[src/rtl/instruction_fetch_unit.sv]
// Fetch PC generator with a memory request/ack handshake and an output entry
// backed by a one-deep skid entry. Redirects kill wrong-path fetches, including one still in flight.
module instruction_fetch_unit #(
  parameter logic [31:0] RESET_PC = 32'h0000_3000
) (
  input  logic        Clock,
  input  logic        Reset,
  input  logic        Stall,
  input  logic        RedirectValid,
  input  logic [31:0] RedirectPC,
  output logic        MemReq,
  output logic [31:0] MemAddr,
  input  logic        MemAck,
  input  logic [31:0] MemData,
  output logic        InstrValid,
  output logic [31:0] Instr,
  output logic [31:0] InstrPC,
  output logic [31:0] PC
);

  typedef enum logic {REQ, FULL} state_t;

  state_t      state_q, state_d;
  logic [31:0] pc_q, pc_d;
  logic        out_valid_q, out_valid_d;
  logic [31:0] out_instr_q, out_instr_d;
  logic [31:0] out_pc_q, out_pc_d;
  logic [31:0] skid_instr_q, skid_instr_d;
  logic [31:0] skid_pc_q, skid_pc_d;
  logic        kill_q, kill_d;
  logic [31:0] kill_pc_q, kill_pc_d;

  logic        consume;
  logic [31:0] target;

  assign consume = out_valid_q && !Stall;
  assign target  = RedirectPC & 32'hFFFF_FFFC;

  always_ff @(posedge Clock) begin
    if (Reset) begin
      state_q      <= REQ;
      pc_q         <= RESET_PC;
      out_valid_q  <= 1'b0;
      out_instr_q  <= '0;
      out_pc_q     <= '0;
      skid_instr_q <= '0;
      skid_pc_q    <= '0;
      kill_q       <= 1'b0;
      kill_pc_q    <= '0;
    end else begin
      state_q      <= state_d;
      pc_q         <= pc_d;
      out_valid_q  <= out_valid_d;
      out_instr_q  <= out_instr_d;
      out_pc_q     <= out_pc_d;
      skid_instr_q <= skid_instr_d;
      skid_pc_q    <= skid_pc_d;
      kill_q       <= kill_d;
      kill_pc_q    <= kill_pc_d;
    end
  end

  always_comb begin
    state_d      = state_q;
    pc_d         = pc_q;
    out_valid_d  = out_valid_q && !consume;
    out_instr_d  = out_instr_q;
    out_pc_d     = out_pc_q;
    skid_instr_d = skid_instr_q;
    skid_pc_d    = skid_pc_q;
    kill_d       = kill_q;
    kill_pc_d    = kill_pc_q;

    case (state_q)
      REQ: begin
        if (!MemAck) begin
          // The in-flight address must not move; remember where to go once it lands.
          if (RedirectValid) begin
            kill_d      = 1'b1;
            kill_pc_d   = target;
            out_valid_d = 1'b0;
          end
        end else if (kill_q || RedirectValid) begin
          pc_d   = RedirectValid ? target : kill_pc_q;
          kill_d = 1'b0;
          if (RedirectValid) out_valid_d = 1'b0;
        end else if (!out_valid_q || consume) begin
          out_valid_d = 1'b1;
          out_instr_d = MemData;
          out_pc_d    = pc_q;
          pc_d        = pc_q + 32'd4;
        end else begin
          skid_instr_d = MemData;
          skid_pc_d    = pc_q;
          pc_d         = pc_q + 32'd4;
          state_d      = FULL;
        end
      end
      FULL: begin
        if (RedirectValid) begin
          out_valid_d  = 1'b0;
          skid_instr_d = '0;
          skid_pc_d    = '0;
          pc_d         = target;
          state_d      = REQ;
        end else if (consume) begin
          out_valid_d = 1'b1;
          out_instr_d = skid_instr_q;
          out_pc_d    = skid_pc_q;
          state_d     = REQ;
        end
      end
      default: state_d = REQ;
    endcase
  end

  assign MemReq     = (state_q == REQ) && !Reset;
  assign MemAddr    = pc_q;
  assign PC         = pc_q;
  assign InstrValid = out_valid_q;
  assign Instr      = out_instr_q;
  assign InstrPC    = out_pc_q;

endmodule

[config.mk]
export PLATFORM = sky130hd
export DESIGN_NAME = instruction_fetch_unit
export DESIGN_NICKNAME = d
export VERILOG_FILES = /design/src/rtl/instruction_fetch_unit.sv
export SDC_FILE = /design/constraint.sdc
export NUM_CORES = 1
export LEC_CHECK = 0
export CORE_ASPECT_RATIO = 0.75
export CORE_MARGIN = 5
export CORE_UTILIZATION = 25
export CTS_BUF_LIST = sky130_fd_sc_hd__clkbuf_2 sky130_fd_sc_hd__clkbuf_4 sky130_fd_sc_hd__clkbuf_8
export DETAILED_ROUTE_END_ITERATION = 10
export GPL_TIMING_DRIVEN = 0
export SKIP_CTS_REPAIR_TIMING = 1
export SLEW_MARGIN = 10
export SYNTH_ARGS = -nofsm -noshare
export SYNTH_HDL_FRONTEND = slang
export SYNTH_SLANG_ARGS = --single-unit
[constraint.sdc]
create_clock -name Clock -period 2.3 [get_ports Clock]
set_input_delay 0.23 -clock Clock [delete_from_list [all_inputs] [get_ports Clock]]
set_output_delay 0.23 -clock Clock [all_outputs]
set_load 0.02 [all_outputs]
==> run_1/clock_map.png <==
Bar = 50 um.
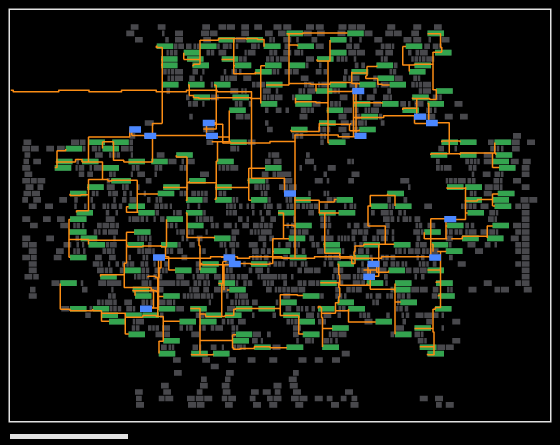
[orange] clock wires | length: 2690 um
[blue] cells driving clock nets | count: 17
[green] flip-flops | count: 195
flops lie: widely spread

==> run_1/final_congestion.png <==
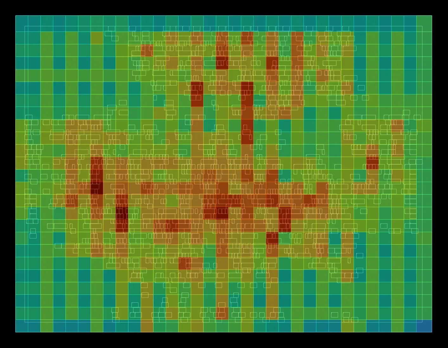
Top Usage Layer GRT: met2
Overall Global Routing Usage: 16.4%

==> flow_metrics.py, run 1 <==
# Generated from Yosys and OpenROAD reports
metrics = {
    "sta": {
        "worst_slew_pin_slew_ns": 1.09,
        "max_freq_mhz": 451,
        "period_minus_slack_ns": 2.22,
        "fin_hold_ws_ns": 0.302,
        "final_hold_viol_count": 0,
        "rsz0062_at_grt": "no",
    },
    "yosys": {
        "common_cells": "dfxtp_1, nand2_1, a21oi_1, nor2_1, nand3_1",
        "yosysMostFrequentCell": "dfxtp_1",
        "yosysTopAreaCell": "dfxtp_1",
        "edf_count": 0,
        "async_reset_ff_share_pct": 0,
        "mappedNetlistArea_um2": 9020,
        "fp_nets": 1166,
        "ys_seq_share_pct": 43.3,
        "numSynthFlops": 195,
        "ys_warn_count": 0,
        "yosys_cells": 1096,
    },
    "floorplan": {
        "die_area_um2": 40000,
        "rows": 60,
        "die_y_um": 174,
        "coreArea_um2": 35700,
        "num_io_pins": 199,
    },
    "critical_path": {
        "crit_fanout": 10,
        "cp_slowest_cell": "clkbuf_1",
        "worst_ep_arrival_time_ns": 2.61,
        "r2r-end": "MemAddr[26]",
        "reg2reg_from": "state_q",
        "required_ns": 2.69,
        "r2r.worst_path.cells": 5,
        "slowest_delay_ns": 0.64,
        "crit_type": "reg -> reg",
        "cp-start-kind": "flop",
        "end_kind": "flop",
    },
    "routing": {
        "drt-wirelength-per-cell_um": 18.9,
        "wirelength_um": 33900,
        "vias": 8984,
        "drtIter0Drc": 836,
        "viasPerCell": 5.01,
    },
    "finish": {
        "nets": 1382,
        "drive_above_1_share_pct": 10.2,
    },
    "power_and_ir_drop": {
        "power.density_nw_per_um2": 614,
        "power.total_mw": 7.39,
    },
    "job": {
        "maxCapViolCount": 0,
        "openroad.warnings": 28,
    },
    "status": {
        "status": "finished clean",
    },
    "place": {
        "hpwl_um": 25200,
    },
    "grt": {
        "grt_max_degree": 19,
        "grt_pass1_wl_um": 51200,
        "grt_pass1_vias": 8310,
        "grt_overflow": 0,
    },
    "clock_network": {
        "clkTransAtPathRegs_ns": 0.11,
        "cts_buffer_depth": 2,
        "cts_root_buffer": "clkbuf_8",
        "cts_tree": "built",
        "numCtsBuffers": 17,
        "cts_sinks": 195,
    },
    "hold_path": {
        "min_to": "skid_instr_q[26]",
    },
}
==> run_1/gate_families.png <==
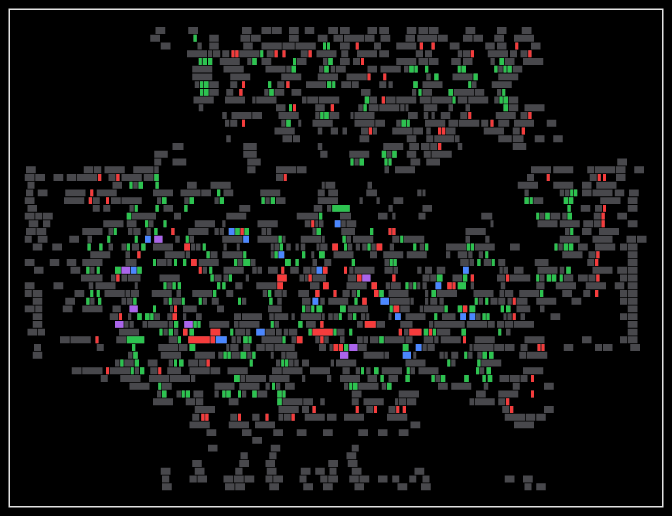
| color | family | cells | most used |
|---|---|---|---|
| green | NAND gates | 261 | nand2_1 |
| purple | XOR/XNOR gates | 8 | xnor2_1 |
| blue | AND and OR gates | 18 | and3_1 |
| red | NOR gates | 117 | nor2_1 |

[run 1: worst max-delay path: cells and delay by family (launching register included)]
family                 cells  cell delay, ns
AOI/OAI and AO/OA          1            0.34
buffers and inverters      2            0.83
and+or+nand+nor            2            0.59
DFF                        1            0.37
[run 1: cell type report]
cell class,count,area (um2)
Clock inverter,14,145
Fill cell,3763,23700
Antenna cell,4,10.0
Timing Repair Buffer,197,1970
Tap cell,465,582
Multi-Input combinational cell,766,4420
Clock buffer,18,248
Buffer,126,717
Sequential cell,195,3910
Inverter,9,33.8
[run 1: cells in the final DEF, fill, tap and decap left out, types with 8 or more instances in the layout]
cell,n
clkdlybuf4s50_1,195
dfxtp_1,192
nand2_1,161
a21oi_1,116
nor2_1,90
nand3_1,85
a211oi_1,69
mux2i_1,68
o21ai_0,45
buf_4,37
clkbuf_1,37
buf_2,31
clkbuf_8,18
nor3_1,12
and3_1,8
clkbuf_2,8
inv_1,8
nand4_1,8
o211ai_1,8
[run 1: routing by layer]
layer | part of all wire, % | track usage [%]
met5 | 0.059 | 0
met4 | 1.8 | 4.73
met2 | 44 | 24.5
met3 | 7.0 | 3.94
met1 | 47 | 23.5
[run 1: worst max-delay path by stage]
stage	slack, ns	to	cells past startpoint	start
finish	0.08	MemAddr[26]	5	state_q
global route	0.003	MemAddr[26]	6	MemAddr[3]
CTS	-0.80	MemReq	6	Reset
detailed placement	-0.80	MemReq	6	Reset
global placement	-0.76	MemReq	6	Reset
floorplan	0.25	MemAddr[30]	6	MemAddr[2]
[run 1: where the power goes]
group	total [mW]	switching (mW)	internal, mW
logic	1.41	0.779	0.627
registers	3.68	0.151	3.53
clock network	2.31	1.39	0.923
[run 1: per-stage QoR]
stage                     std cells  setup WS [ns]  area, um2
final                          1794         0.0807      12000
after CTS                      1789         -0.802      12000
after global routing           1794        0.00271      12000
after global placement         1757         -0.758      11600
after detailed placement       1757         -0.796      11600
after floorplan                1096          0.252       9020
[run 1: sequential cells by signal, summed over array words and instances (netlist names)]
name	cells
kill_pc_q	32
InstrValid	1
kill_q	1
MemAddr	32
skid_pc_q	32
skid_instr_q	32
Instr	32
InstrPC	32
state_q	1
[run 1: cells by family (layout without fill, tap and decap cells)]
| logic type | count (synthesis) | after routing | share of synthesized area, % |
|---|---|---|---|
| other cells | 0 | 4 | 0 |
| simple gates | 396 | 396 | 19.9 |
| mux | 71 | 71 | 7.91 |
| flops | 195 | 195 | 43.3 |
| fa+ha+maj | 1 | 1 | 0.139 |
| buf+inv | 135 | 364 | 7.99 |
| compound gates | 290 | 290 | 20.0 |
| xor+xnor | 8 | 8 | 0.777 |
==> run 1 -> run 2 <==
--- a/config.mk
+++ b/config.mk
@@ -5,13 +5,17 @@
 export SDC_FILE = /design/constraint.sdc
 export NUM_CORES = 1
 export LEC_CHECK = 0
+export CELL_PAD_IN_SITES_DETAIL_PLACEMENT = 2
+export CELL_PAD_IN_SITES_GLOBAL_PLACEMENT = 2
 export CORE_ASPECT_RATIO = 0.75
 export CORE_MARGIN = 5
 export CORE_UTILIZATION = 25
 export CTS_BUF_LIST = sky130_fd_sc_hd__clkbuf_2 sky130_fd_sc_hd__clkbuf_4 sky130_fd_sc_hd__clkbuf_8
 export DETAILED_ROUTE_END_ITERATION = 10
 export GPL_TIMING_DRIVEN = 0
+export PLACE_DENSITY_LB_ADDON = 0.1
 export SKIP_CTS_REPAIR_TIMING = 1
+export SKIP_LAST_GASP = 1
 export SLEW_MARGIN = 10
 export SYNTH_ARGS = -nofsm -noshare
 export SYNTH_HDL_FRONTEND = slang
==> flow_metrics.py, run 2 <==
# Generated from Yosys and OpenROAD reports
metrics = {
    "status": {
        "status": "finished clean",
    },
    "sta": {
        "max_freq_mhz": 446,
        "final_hold_viol_count": 0,
        "period_minus_slack_ns": 2.24,
        "worst_slack_ns": 0.0560,
        "slew_headroom_pct": 22.6,
        "worst_slew_pin_slew_ns": 1.15,
        "rsz0062_at_grt": "yes",
    },
    "yosys": {
        "fp_nets": 1166,
        "ys_seq_share_pct": 43.3,
        "yosysMostFrequentCell": "dfxtp_1",
        "yosys_cells": 1096,
        "ys_warn_count": 0,
        "numSynthFlops": 195,
        "mappedNetlistArea_um2": 9020,
        "yosysTopAreaCell": "dfxtp_1",
        "edf_count": 0,
        "async_reset_ff_share_pct": 0,
    },
    "power_and_ir_drop": {
        "power.switching_mw": 2.40,
        "clockPowerShare_pct": 33.2,
        "switching_share_pct": 31.3,
        "power.total_mw": 7.67,
        "p_comb_share_pct": 18.9,
        "p_seq_share_pct": 47.9,
        "power.density_nw_per_um2": 633,
        "p_int_mw": 5.28,
    },
    "place": {
        "hpwl_um": 29600,
        "port_buffers": 196,
        "dp_slack_ns": -0.876,
        "dp_cells": 1758,
        "place_area_um2": 11600,
    },
    "critical_path": {
        "startpoint": "MemAck",
        "required_ns": 2.69,
        "crit_type": "in -> reg",
        "end_kind": "flop",
        "reg2reg_from": "MemAddr[5]",
        "path_delay_family": "AND-OR/OR-AND gates",
        "cp_slowest_cell": "o21ai_0",
        "cp-start-kind": "primary input",
        "crit_fanout": 10,
        "worst_ep_arrival_time_ns": 2.64,
    },
    "clock_network": {
        "numCtsBuffers": 17,
        "cts_tree": "built",
        "cts_buffer_depth": 2,
        "clkTransAtPathRegs_ns": 0.11,
        "cts_sinks": 195,
        "cts_root_buffer": "clkbuf_8",
    },
    "finish": {
        "antenna_cells": 0,
        "final_cell_area_um2": 12100,
        "drive_above_1_share_pct": 10.9,
        "nets": 1385,
        "final_cell_mix": "clkdlybuf4s50_1, dfxtp_1, nand2_1, a21oi_1, nor2_1",
    },
    "routing": {
        "met3_length_um": 1660,
        "wirelength_um": 39800,
        "drt-met1-wl_um": 19400,
        "ant_nets": 0,
        "dr_wl_met2_um": 18300,
        "drt-wirelength-per-cell_um": 22.2,
        "drtIter0Drc": 368,
        "dr.max_layer_used": "met4",
    },
    "job": {
        "openroad.warnings": 29,
    },
    "floorplan": {
        "num_io_pins": 199,
        "coreArea_um2": 35700,
        "die_y_um": 174,
    },
    "grt": {
        "grt_max_degree": 18,
        "grt_use_total_pct": 19.5,
        "antenna_found_initial": 0,
        "grt_pass1_vias": 9548,
        "grt_pass1_wl_um": 59700,
    },
}
==> run 2: netlist changes by cell type in the layout (fill, tap and decap cells not counted), moves of 2 or more <==
cell,delta
inv_8,-3
diode_2,-4
nor3_2,+2
clkinv_4,-4
inv_6,+2
clkinvlp_4,+4
clkbuf_4,+3
nor3_1,-3
clkbuf_2,+2
bufinv_16,+2
==> run 2: worst min-delay path: stages <==
cell and delay [ns]:
clkdlybuf4s50_1 0.41, nand2_1 0.06, a21oi_1 0.05
==> run 2: metrics by stage <==
stage,setup TNS (ns),hold slack (ns)
after floorplan,0,0.366
after global placement,-72.28,0.443
after detailed placement,-73.14,0.446
after CTS,-12.36,0.245
after global routing,-0.366,0.246
final,0,0.290
==> run 2: power groups by stage <==
stage / Combinational (mW) / Clock, mW / Sequential (mW)
floorplan: 0.587 / 0 / 3.85
global placement: 1.43 / 0 / 3.75
detailed placement: 1.46 / 0 / 3.76
CTS: 1.46 / 2.64 / 3.68
global route: 1.56 / 2.77 / 3.71
finish: 1.45 / 2.55 / 3.68
==> run 2: worst paths after layout <==
path / slack (ns) / depth (start not counted) / endpoint
max: 0.06 / 5 / MemAddr[6]
min: 0.29 / 3 / skid_instr_q[18]
max reg2reg: 0.10 / 5 / MemAddr[26]
min reg2reg: 0.46 / 2 / kill_pc_q[2]
==> run 2: layout make-up <==
type	count	area (um2)	area share (%)
multi-input cells	766	4450	36.7
flip-flops and latches	195	3910	32.3
repair buffers	200	2000	16.5
plain buffers	126	718	5.93
well taps	465	582	4.80
clock buffers	18	248	2.04
clock inverters	14	176	1.46
inverters	9	37.5	0.310
==> run 2: kinds of logic after synthesis <==
group / after synthesis / synth area share, %
DFF: 195 / 43.3
and+or+nand+nor: 396 / 19.9
adders and majority gates: 1 / 0.139
AOI/OAI and AO/OA: 290 / 20.0
muxes: 71 / 7.91
xor gates and xnor gates: 8 / 0.777
buffers and inverters: 135 / 7.99
==> run 2: metal layers <==
layer	track usage [%]	vias up
met5	0	-
met2	31.3	143
met4	3.58	0
met1	27.4	4501
met3	3.90	32
li1	-	4290
==> run_2/gate_families.png <==
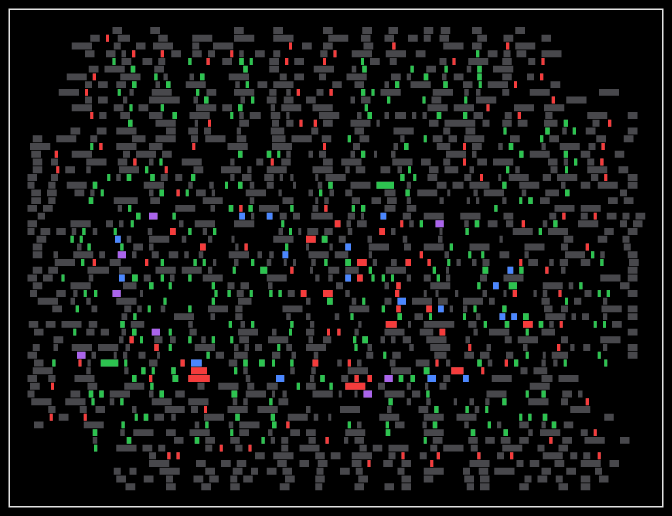
Comb area share: 36.7%
Layout Cells excl Fill: 1793
most numerous logic cell after layout: clkdlybuf4s50_1

==> run_2/wire_density.png <==
Bar = 50 um. The die is cut into 23 by 17 equal tiles; dark blue is low, red is high, scaled to the fullest tile. Values are wire area over tile area, all layers added.
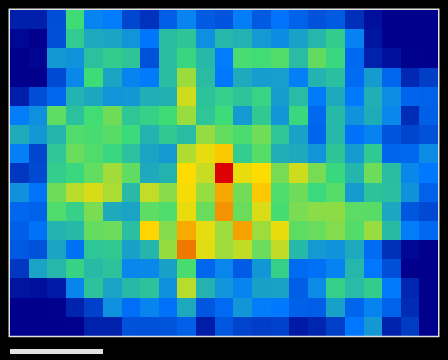
densest ninth of the die: center
fullest tile: 0.44
mean over tiles: 0.15

==> run 2 -> run 3 <==
--- a/config.mk
+++ b/config.mk
@@ -12,7 +12,6 @@
 export CORE_UTILIZATION = 25
 export CTS_BUF_LIST = sky130_fd_sc_hd__clkbuf_2 sky130_fd_sc_hd__clkbuf_4 sky130_fd_sc_hd__clkbuf_8
 export DETAILED_ROUTE_END_ITERATION = 10
-export GPL_TIMING_DRIVEN = 0
 export PLACE_DENSITY_LB_ADDON = 0.1
 export SKIP_CTS_REPAIR_TIMING = 1
 export SKIP_LAST_GASP = 1
==> run_3/clock_map.png <==
Bar = 50 um.
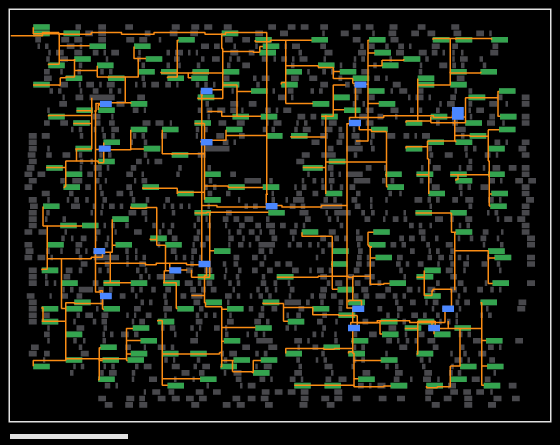
[blue] cells driving clock nets | count: 17
[orange] clock wires | length: 3120 um
[green] flip-flops | count: 195
routed clock nets: 18
flops lie: widely spread

==> flow_metrics.py, run 3 <==
# Generated from Yosys and OpenROAD reports
metrics = {
    "status": {
        "status": "finished clean",
    },
    "floorplan": {
        "fp_util_pct": 25.2,
        "num_io_pins": 199,
        "coreArea_um2": 35700,
        "die_area_um2": 40000,
        "die_y_um": 174,
    },
    "finish": {
        "area_growth_pct": 32.6,
        "final_cell_mix": "clkdlybuf4s50_1, dfxtp_1, nand2_1, a21oi_1, nor2_1",
        "lay_top_count": "clkdlybuf4s50_1",
        "final_cell_area_um2": 12000,
        "nFillCells": 4063,
        "drive_above_1_share_pct": 9.46,
        "antenna_cells": 0,
        "nets": 1326,
    },
    "sta": {
        "worst_slew_pin_slew_ns": 0.671,
        "worst_slack_ns": 0.218,
        "slew_headroom_pct": 55.2,
        "fin_skew_ns": 0.0115,
        "tns_ns": 0,
        "setup_viol": 0,
        "max_freq_mhz": 480,
        "final_hold_viol_count": 0,
        "rsz0062_at_grt": "no",
        "fin_hold_ws_ns": 0.0605,
        "period_minus_slack_ns": 2.08,
    },
    "yosys": {
        "fp_nets": 1166,
        "ys.flop_type": "dfxtp_1",
        "numSynthFlops": 195,
        "synth.distinct_cells": 63,
        "ys_warn_count": 0,
        "common_cells": "dfxtp_1, nand2_1, a21oi_1, nor2_1, nand3_1",
        "yosysTopAreaCell": "dfxtp_1",
        "yosys_cells": 1096,
        "edf_count": 0,
        "ys_seq_share_pct": 43.3,
        "mappedNetlistArea_um2": 9020,
        "yosysMostFrequentCell": "dfxtp_1",
        "async_reset_ff_share_pct": 0,
    },
    "clock_network": {
        "clkTransAtPathRegs_ns": 0.10,
        "cts_buffer_depth": 2,
        "cts_root_buffer": "clkbuf_8",
        "ctsHtreeMaxLevel": 4,
        "cts_tree": "built",
        "cts_sinks": 195,
        "clock_latency_ns": 0.50,
        "numCtsBuffers": 17,
    },
    "critical_path": {
        "r2r_slack_ns": 0.22,
        "r2r-end": "MemAddr[30]",
        "crit_fanout": 5,
        "slowest_delay_ns": 0.50,
        "end_kind": "flop",
        "cp_slowest_cell": "or3_4",
        "worst_ep_arrival_time_ns": 2.47,
        "crit_type": "reg -> reg",
        "cp-start-kind": "flop",
        "path_cells": "ha_1 > nand3_1 > or3_4 > nor2_8 > a31oi_1 > or3_1",
        "r2r.worst_path.cells": 6,
        "reg2reg_from": "MemAddr[2]",
        "required_ns": 2.68,
        "startpoint": "MemAddr[2]",
    },
    "grt": {
        "grt_max_degree": 89,
        "gr-max-usage-layer": "met2",
        "grt_pass1_vias": 9248,
        "antenna_found_initial": 0,
        "grt_pass1_wl_um": 55900,
        "grt_util_met3_pct": 2.99,
        "grt_use_met2_pct": 28.8,
        "grt_use_total_pct": 17.6,
        "grt_use_met1_pct": 24.4,
    },
    "hold_path": {
        "min_to": "kill_pc_q[16]",
        "hold_depth": 2,
        "hold_start": "Reset",
    },
    "place": {
        "hpwl_um": 24700,
        "place_area_um2": 11500,
        "dp_slack_ns": -0.0400,
        "port_buffers": 196,
    },
    "routing": {
        "drt-wirelength-per-cell_um": 20.5,
        "drc": 0,
        "drtIter0Drc": 386,
        "wirelength_um": 35500,
        "ant_nets": 0,
        "vias": 8601,
    },
    "power_and_ir_drop": {
        "power.density_nw_per_um2": 633,
        "p_leak_nw": 3.96,
        "ir_drop_uv": 258,
        "power.total_mw": 7.57,
    },
    "job": {
        "maxCapViolCount": 0,
        "openroad.warnings": 28,
    },
}
==> run_3/wire_density.png <==
Bar = 50 um. The die is cut into 23 by 17 equal tiles; dark blue is low, red is high, scaled to the fullest tile. Values are wire area over tile area, all layers added.
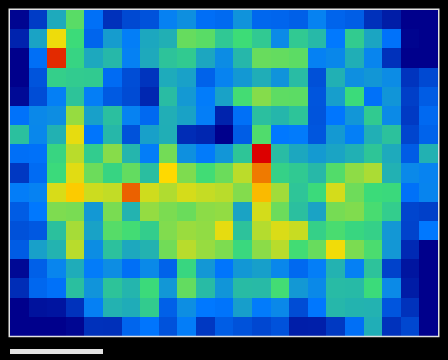
densest ninth of the die: center
nearly empty tiles: 5.4%
mean over tiles: 0.13
fullest tile: 0.38
tiles over half the peak: 22%

[run 3: cell types whose count changed in the layout (fill, tap and decap cells not counted), sizes merged]
cell and delta:
clkinv +1, inv -3, buf -7, clkinvlp -4
clkbuf -46, dlymetal6s2s -1
[run 3: kinds of logic (layout without fill, tap and decap cells)]
group,Yosys count,count (layout),synth area share (%)
AND/OR/NAND/NOR,396,396,19.9
XOR/XNOR,8,8,0.777
adder cells (fa/ha/maj),1,1,0.139
buffers and inverters,135,307,7.99
multiplexers,71,71,7.91
AND-OR/OR-AND,290,290,20.0
flip-flops,195,195,43.3
[run 3: routing by layer]
| metal | vias up | wire length (um) |
|---|---|---|
| met4 | 0 | 486 |
| met1 | 4300 | 17600 |
| met5 | - | 0 |
| met2 | 106 | 16500 |
| li1 | 4169 | - |
| met3 | 26 | 990 |
[run 3: per-stage QoR]
| step | cells | util, % |
|---|---|---|
| 5_1_grt | 1733 | 33.5 |
| 4_1_cts | 1733 | 33.5 |
| 2_1_floorplan | 1096 | - |
| 6_report | 1733 | 33.5 |
| 3_3_place_gp | 1702 | 32.3 |
| 3_5_place_dp | 1702 | 32.3 |
[run 3: layout make-up]
class                           count  area [um2]  area share, %
Sequential cell                   195        3910           32.7
Timing Repair Buffer              267        2580           21.6
Inverter                            9        33.8          0.283
Multi-Input combinational cell    766        4430           37.1
Clock inverter                      8         126           1.06
Tap cell                          465         582           4.87
Clock buffer                       23         292           2.44
[run 3: report_power, final]
part,leakage [nW],switching [mW],total (mW),internal (mW)
clock,0.214,1.31,2.49,1.18
sequential,1.59,0.109,3.63,3.52
combinational,2.15,0.806,1.45,0.641
[run 3: critical path, delay by kind of cell, from the launching register on]
family | cells | cell delay [ns]
and+or+nand+nor | 4 | 1.27
DFF | 1 | 0.34
adders and majority gates | 1 | 0.24
AOI/OAI and AO/OA | 1 | 0.10
[run 3: worst max-delay path by stage]
stage	end	cells past startpoint
after floorplan	MemAddr[30]	6
after global placement	skid_pc_q[8]	8
after detailed placement	InstrPC[10]	6
after CTS	MemReq	2
after global routing	MemAddr[24]	7
final	MemAddr[30]	6
Power is estimated from default activity; no workload was simulated.
